--- src/rtl/hamming_pkg.sv ---
// Shared constants and types for the (7,4) Hamming receive/correct/transmit path.
// Latency: n/a (declarations only).
// Backpressure: n/a (declarations only).
// Contents: codeword/data widths, deserializer state encoding, serial frame line levels.
package hamming_pkg;

    localparam int CODE_W = 7;
    localparam int DATA_W = 4;
    localparam int IDX_W  = $clog2(CODE_W);

    typedef enum logic [1:0] {
        IDLE = 2'd0,
        DATA = 2'd1,
        STOP = 2'd2
    } deser_state_t;

    // Serial frame line levels
    localparam logic START_LVL = 1'b0;
    localparam logic STOP_LVL  = 1'b1;
    localparam logic IDLE_LVL  = 1'b1;

endpackage

--- src/rtl/hamming_rx_deser_if.sv ---
// Serial input and codeword output bundle of the Hamming receive deserializer.
// Latency: n/a (wiring only).
// Backpressure: code_valid/code_ready handshake; the serial side has no backpressure.
// master = deserializer (consumes ser_*, parity_type, code_ready; drives code_*),
// slave  = line driver plus downstream corrector (the mirror image).
interface hamming_rx_deser_if;

    logic                          ser_in;
    logic                          ser_valid;
    logic                          parity_type;
    logic [hamming_pkg::CODE_W:1]  code_word;
    logic                          code_ptype;
    logic                          code_valid;
    logic                          code_ready;

    modport master (
        input  ser_in, ser_valid, parity_type, code_ready,
        output code_word, code_ptype, code_valid
    );

    modport slave (
        output ser_in, ser_valid, parity_type, code_ready,
        input  code_word, code_ptype, code_valid
    );

endinterface

--- src/rtl/hamming_obuf.sv ---
// Single-entry valid/ready holding register for completed codewords, with sticky overflow.
// Latency: out_vld rises the cycle after in_vld; a consume and a load in the same cycle chain with no bubble.
// Backpressure: when full and not consumed, a new word is dropped and overflow is set.
// Ports: clk, rst_n; in_vld/in_word/in_ptype (completed word); out_vld/out_word/out_ptype/out_rdy; clr_ovf, overflow.
module hamming_obuf
    import hamming_pkg::*;
(
    input  logic              clk,
    input  logic              rst_n,
    input  logic              in_vld,
    input  logic [CODE_W:1]   in_word,
    input  logic              in_ptype,
    output logic              out_vld,
    output logic [CODE_W:1]   out_word,
    output logic              out_ptype,
    input  logic              out_rdy,
    input  logic              clr_ovf,
    output logic              overflow
);

    logic consume;
    logic drop;

    assign consume = out_vld && out_rdy;
    // Full and not draining this cycle: the incoming word has nowhere to go.
    assign drop    = in_vld && out_vld && !out_rdy;

    always_ff @(posedge clk or negedge rst_n) begin
        if (!rst_n) begin
            out_vld   <= 1'b0;
            out_word  <= '0;
            out_ptype <= 1'b0;
            overflow  <= 1'b0;
        end else begin
            if (in_vld && (!out_vld || consume)) begin
                out_vld   <= 1'b1;
                out_word  <= in_word;
                out_ptype <= in_ptype;
            end else if (consume) begin
                out_vld   <= 1'b0;
            end

            // A new drop outranks a clear in the same cycle.
            if (drop) begin
                overflow <= 1'b1;
            end else if (clr_ovf) begin
                overflow <= 1'b0;
            end
        end
    end

endmodule

--- src/rtl/hamming_rx_deser.sv ---
// Framed serial-to-parallel receiver: start bit, 7 code bits ([1] first), stop bit -> codeword.
// Latency: code_valid / frame_err appear the cycle after the edge that samples the stop bit.
// Backpressure: one-entry output register; a word completed while it is full is dropped and flags overflow.
// Ports: clk, rst_n; bus (hamming_rx_deser_if.master); frame_err pulse; overflow sticky; clr_ovf clear.
module hamming_rx_deser
    import hamming_pkg::*;
(
    input  logic                clk,
    input  logic                rst_n,
    hamming_rx_deser_if.master  bus,
    output logic                frame_err,
    output logic                overflow,
    input  logic                clr_ovf
);

    deser_state_t       state_q, state_d;
    logic [IDX_W-1:0]   idx_q, idx_d;
    logic [CODE_W:1]    shreg_q, shreg_d;
    logic               ptype_q, ptype_d;
    logic               word_done;
    logic               stop_bad;

    always_ff @(posedge clk or negedge rst_n) begin
        if (!rst_n) begin
            state_q   <= IDLE;
            idx_q     <= '0;
            shreg_q   <= '0;
            ptype_q   <= 1'b0;
            frame_err <= 1'b0;
        end else begin
            state_q   <= state_d;
            idx_q     <= idx_d;
            shreg_q   <= shreg_d;
            ptype_q   <= ptype_d;
            frame_err <= stop_bad;
        end
    end

    always_comb begin
        state_d   = state_q;
        idx_d     = idx_q;
        shreg_d   = shreg_q;
        ptype_d   = ptype_q;
        word_done = 1'b0;
        stop_bad  = 1'b0;

        case (state_q)
            IDLE: begin
                if (bus.ser_valid && bus.ser_in == START_LVL) begin
                    state_d = DATA;
                    idx_d   = '0;
                    ptype_d = bus.parity_type;
                end
            end
            DATA: begin
                if (bus.ser_valid) begin
                    // Shifting in from the top leaves the first received bit
                    // in position [1] once all CODE_W bits have arrived.
                    shreg_d = {bus.ser_in, shreg_q[CODE_W:2]};
                    if (idx_q == IDX_W'(CODE_W - 1)) begin
                        state_d = STOP;
                    end else begin
                        idx_d = idx_q + 1'b1;
                    end
                end
            end
            STOP: begin
                if (bus.ser_valid) begin
                    // A bad stop bit returns to IDLE without being taken as a start bit.
                    state_d = IDLE;
                    if (bus.ser_in == STOP_LVL) begin
                        word_done = 1'b1;
                    end else begin
                        stop_bad  = 1'b1;
                    end
                end
            end
            default: begin
                state_d = IDLE;
            end
        endcase
    end

    hamming_obuf u_obuf (
        .clk       (clk),
        .rst_n     (rst_n),
        .in_vld    (word_done),
        .in_word   (shreg_q),
        .in_ptype  (ptype_q),
        .out_vld   (bus.code_valid),
        .out_word  (bus.code_word),
        .out_ptype (bus.code_ptype),
        .out_rdy   (bus.code_ready),
        .clr_ovf   (clr_ovf),
        .overflow  (overflow)
    );

endmodule

--- src/flat_wrapper.sv ---
// flat-port wrapper written by rule: the top's interface ports become plain ports
module hamming_rx_deser_flat import hamming_pkg::*;
  (clk, rst_n, frame_err, overflow, clr_ovf, bus_ser_in, bus_ser_valid, bus_parity_type, bus_code_ready, bus_code_word, bus_code_ptype, bus_code_valid);
  hamming_rx_deser_if bus_i ();
  input  logic clk;
  input  logic rst_n;
  output logic frame_err;
  output logic overflow;
  input  logic clr_ovf;
  input wire logic [$bits(bus_i.ser_in)-1:0] bus_ser_in;
  input wire logic [$bits(bus_i.ser_valid)-1:0] bus_ser_valid;
  input wire logic [$bits(bus_i.parity_type)-1:0] bus_parity_type;
  input wire logic [$bits(bus_i.code_ready)-1:0] bus_code_ready;
  output wire logic [$bits(bus_i.code_word)-1:0] bus_code_word;
  output wire logic [$bits(bus_i.code_ptype)-1:0] bus_code_ptype;
  output wire logic [$bits(bus_i.code_valid)-1:0] bus_code_valid;
  assign bus_i.ser_in = bus_ser_in;
  assign bus_i.ser_valid = bus_ser_valid;
  assign bus_i.parity_type = bus_parity_type;
  assign bus_i.code_ready = bus_code_ready;
  assign bus_code_word = bus_i.code_word;
  assign bus_code_ptype = bus_i.code_ptype;
  assign bus_code_valid = bus_i.code_valid;
  hamming_rx_deser u_core (.clk(clk), .rst_n(rst_n), .bus(bus_i), .frame_err(frame_err), .overflow(overflow), .clr_ovf(clr_ovf));
endmodule
--- config.mk ---
export PLATFORM = sky130hd
export DESIGN_NAME = hamming_rx_deser_flat
export DESIGN_NICKNAME = d
export VERILOG_FILES = /design/src/rtl/hamming_pkg.sv /design/src/rtl/hamming_rx_deser_if.sv /design/src/rtl/hamming_obuf.sv /design/src/rtl/hamming_rx_deser.sv /design/src/flat_wrapper.sv
export SDC_FILE = /design/constraint.sdc
export NUM_CORES = 1
export LEC_CHECK = 0
export ABC_AREA = 1
export CAP_MARGIN = 10
export CELL_PAD_IN_SITES_DETAIL_PLACEMENT = 1
export CELL_PAD_IN_SITES_GLOBAL_PLACEMENT = 2
export CORE_MARGIN = 2
export CORE_UTILIZATION = 32
export CTS_BUF_LIST = sky130_fd_sc_hd__clkbuf_4 sky130_fd_sc_hd__clkbuf_8 sky130_fd_sc_hd__clkbuf_16
export DETAILED_ROUTE_END_ITERATION = 12
export HOLD_SLACK_MARGIN = 0.02
export PLACE_DENSITY = 0.83
export SLEW_MARGIN = 20
export SYNTH_ARGS = -nofsm -noshare
export SYNTH_HDL_FRONTEND = slang
export SYNTH_HIERARCHICAL = 1
export SYNTH_SLANG_ARGS = --single-unit
--- constraint.sdc ---
create_clock -name clk -period 1.48 [get_ports clk]
set_clock_uncertainty 0.15 [all_clocks]
set_input_delay 0.296 -clock clk [delete_from_list [all_inputs] [get_ports clk]]
set_output_delay 0.296 -clock clk [all_outputs]
set_load 0.1 [all_outputs]
Figure 1. Gate families picked out (run 1).
The bar under the picture is 20 um long.
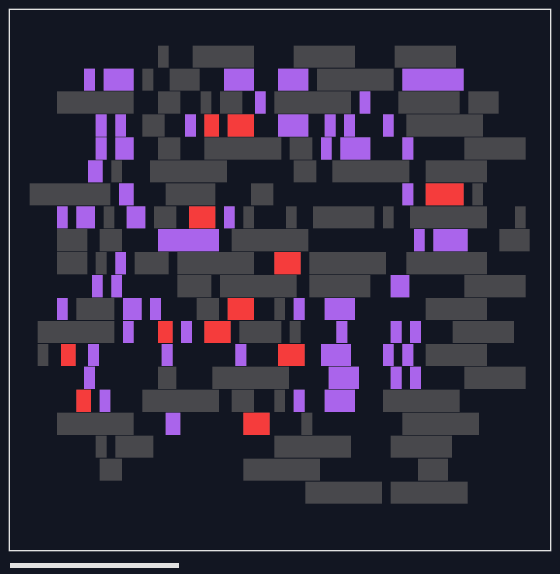
NAND gates: marked purple, cells 57, most used nand2_1. inverting AOI/OAI gates: marked red, cells 12.
multi-input combinational area share: 0.298
Commonest Layout Cell: nand2_1
Non-Filler Instances: 195

Figure 2. Port wiring (run 1).
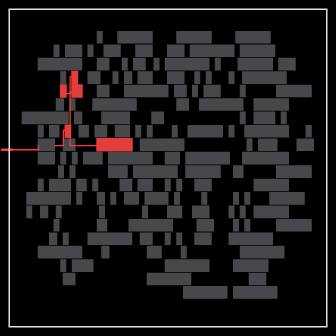
bus_ser_valid: marked red, bits 1, direction input, end cells 5, buffers 2, wire 35.0 um.
# IOs: 18
input/output buffers: 17

Figure 3. Cell density map (run 1).
6 x 6 tiles, from black (low) to pale yellow (high), 0 to 100% covered.
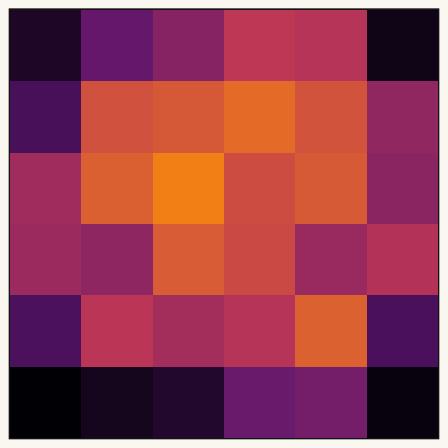
The mean over all tiles is 39%. The densest ninth of the die: centre. The emptiest ninth of the die: lower left. The fullest tile reaches 71%. 2.8% of the tiles are nearly empty.
Finished Core Util: 0.489
Placeable Area: 3390 sq um

Figure 4. M3 wires (run 1).
The bar under the picture is 20 um long.
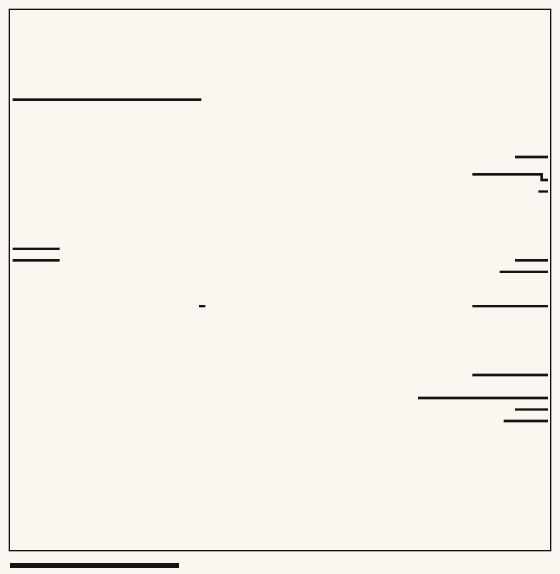
The layer holds 4.1% of the routed length. The layer carries 96.5 um of wire. The longest straight run is 22.1 um. The wires run mostly horizontal.
total number of vias: 872
WL final: 2380 um

==> reports/metrics.csv, run 1 <==
metric;value;unit
status;complete, no violations;
post-CTS setup buffer count;0;
fin. max-slew vios;0;
Top pwr grp;combinational logic;
Final Hold Violation Tally;0;
Clk network pwr share;0.102;
CP Launch Point;u_core/idx_q[0]$_DFFE_PN0P_;
area delta synth->final;44.0;%
cts bufs inserted;3;
clock network area share;0.0219;
CTS Sinks;24;
Reg area;603;sq um
logic area;494;sq um
Post-synth seq share;0.521;
clock root buffer;clkbuf_4;
# setup viols final;0;
Cell area leaders;dfrtp_1 52%, nand2_1 13%, nand3_2 7.8%;
Comb pwr share;0.564;
seq pwr;1140;uW
Final HPWL DP;1790;um
Top-area cell share;0.521;
RSZ-0062 raised after global routing;true;
# resized after CTS;0;
number of nets in the layout;159;
clock buffer count in the final layout;4;
Post-Synth Adder-Cell Area;0.0217;
first-pass GRT wire length;4210;um
R2R setup slack;0.05;ns
worst-path cell chain;buf_4 > ha_1 > or2_2 > nand3_1 > o21ai_0;
==> run 2: changes to the inputs <==
--- a/config.mk
+++ b/config.mk
@@ -12,6 +12,7 @@
 export CORE_MARGIN = 2
 export CORE_UTILIZATION = 32
 export CTS_BUF_LIST = sky130_fd_sc_hd__clkbuf_4 sky130_fd_sc_hd__clkbuf_8 sky130_fd_sc_hd__clkbuf_16
+export CTS_CLUSTER_SIZE = 12
 export DETAILED_ROUTE_END_ITERATION = 12
 export HOLD_SLACK_MARGIN = 0.02
 export PLACE_DENSITY = 0.83
Figure 5. Gate families picked out (run 2).
The bar under the picture is 20 um long.
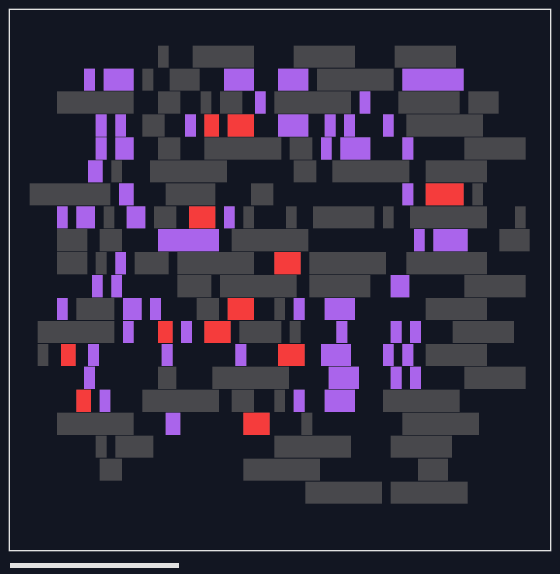
NAND gates: marked purple, cells 57, most used nand2_1. inverting AOI/OAI gates: marked red, cells 12.

==> run 2 against run 1 <==
First-iteration DRC count stayed put. Sequential share of layout area stayed put. Combinational power hardly changed.
==> reports/metrics.csv, run 2 <==
metric;value;unit;change
logic area;494;sq um;unchanged
Placeable Area;3390;sq um;unchanged
# IOs;18;;unchanged
clock buffer count in the final layout;4;;unchanged
# resized after CTS;0;;unchanged
CTS Sinks;24;;unchanged
worst r2r path cells;5;;unchanged
Clk network pwr share;0.102;;about the same
worst-path cell chain;buf_4 > ha_1 > or2_2 > nand3_1 > o21ai_0;;unchanged
number of nets in the layout;159;;unchanged
R2R setup slack;0.05;ns;about the same
Final Hold Violation Tally;0;;unchanged
input/output buffers;17;;unchanged
chip area;4100;sq um;unchanged
synth cell count leaders;40 x nand2_1, 24 x dfrtp_1, 12 x inv_1;;unchanged
crit-path max cell delay;0.42;ns;about the same
Comb pwr share;0.564;;about the same
Top pwr grp;combinational logic;;unchanged
post-CTS setup buffer count;0;;unchanged
Post-Synth Adder-Cell Area;0.0217;;unchanged
TritonRoute pass-1 iters;4;;unchanged
Comb group;1940;uW;about the same
MUX area fraction;0;;unchanged
Post-synth seq share;0.521;;unchanged
multi-input combinational area share;0.298;;unchanged
RSZ-0062 raised after global routing;true;;unchanged
most instantiated logic cells after routing;37 x nand2_1, 22 x dfrtp_1, 14 x buf_12;;unchanged
Finished Core Util;0.489;;unchanged
Reg area;603;sq um;unchanged
status;complete, no violations;;unchanged
Commonest Layout Cell;nand2_1;;unchanged
CP Launch Point;u_core/idx_q[0]$_DFFE_PN0P_;;unchanged
WL final;2380;um;unchanged
clock root buffer;clkbuf_4;;unchanged
seq pwr;1140;uW;about the same
cts bufs inserted;3;;unchanged
total number of vias;872;;unchanged
Setup crit end kind;flop;;unchanged
Top-area cell share;0.521;;unchanged
Non-Filler Instances;195;;unchanged
Cell area leaders;dfrtp_1 52%, nand2_1 13%, nand3_2 7.8%;;unchanged
Final HPWL DP;1790;um;unchanged
maximum number of pins on one net before global-route repair;25;;unchanged
Power and IR drop assume default switching activity.
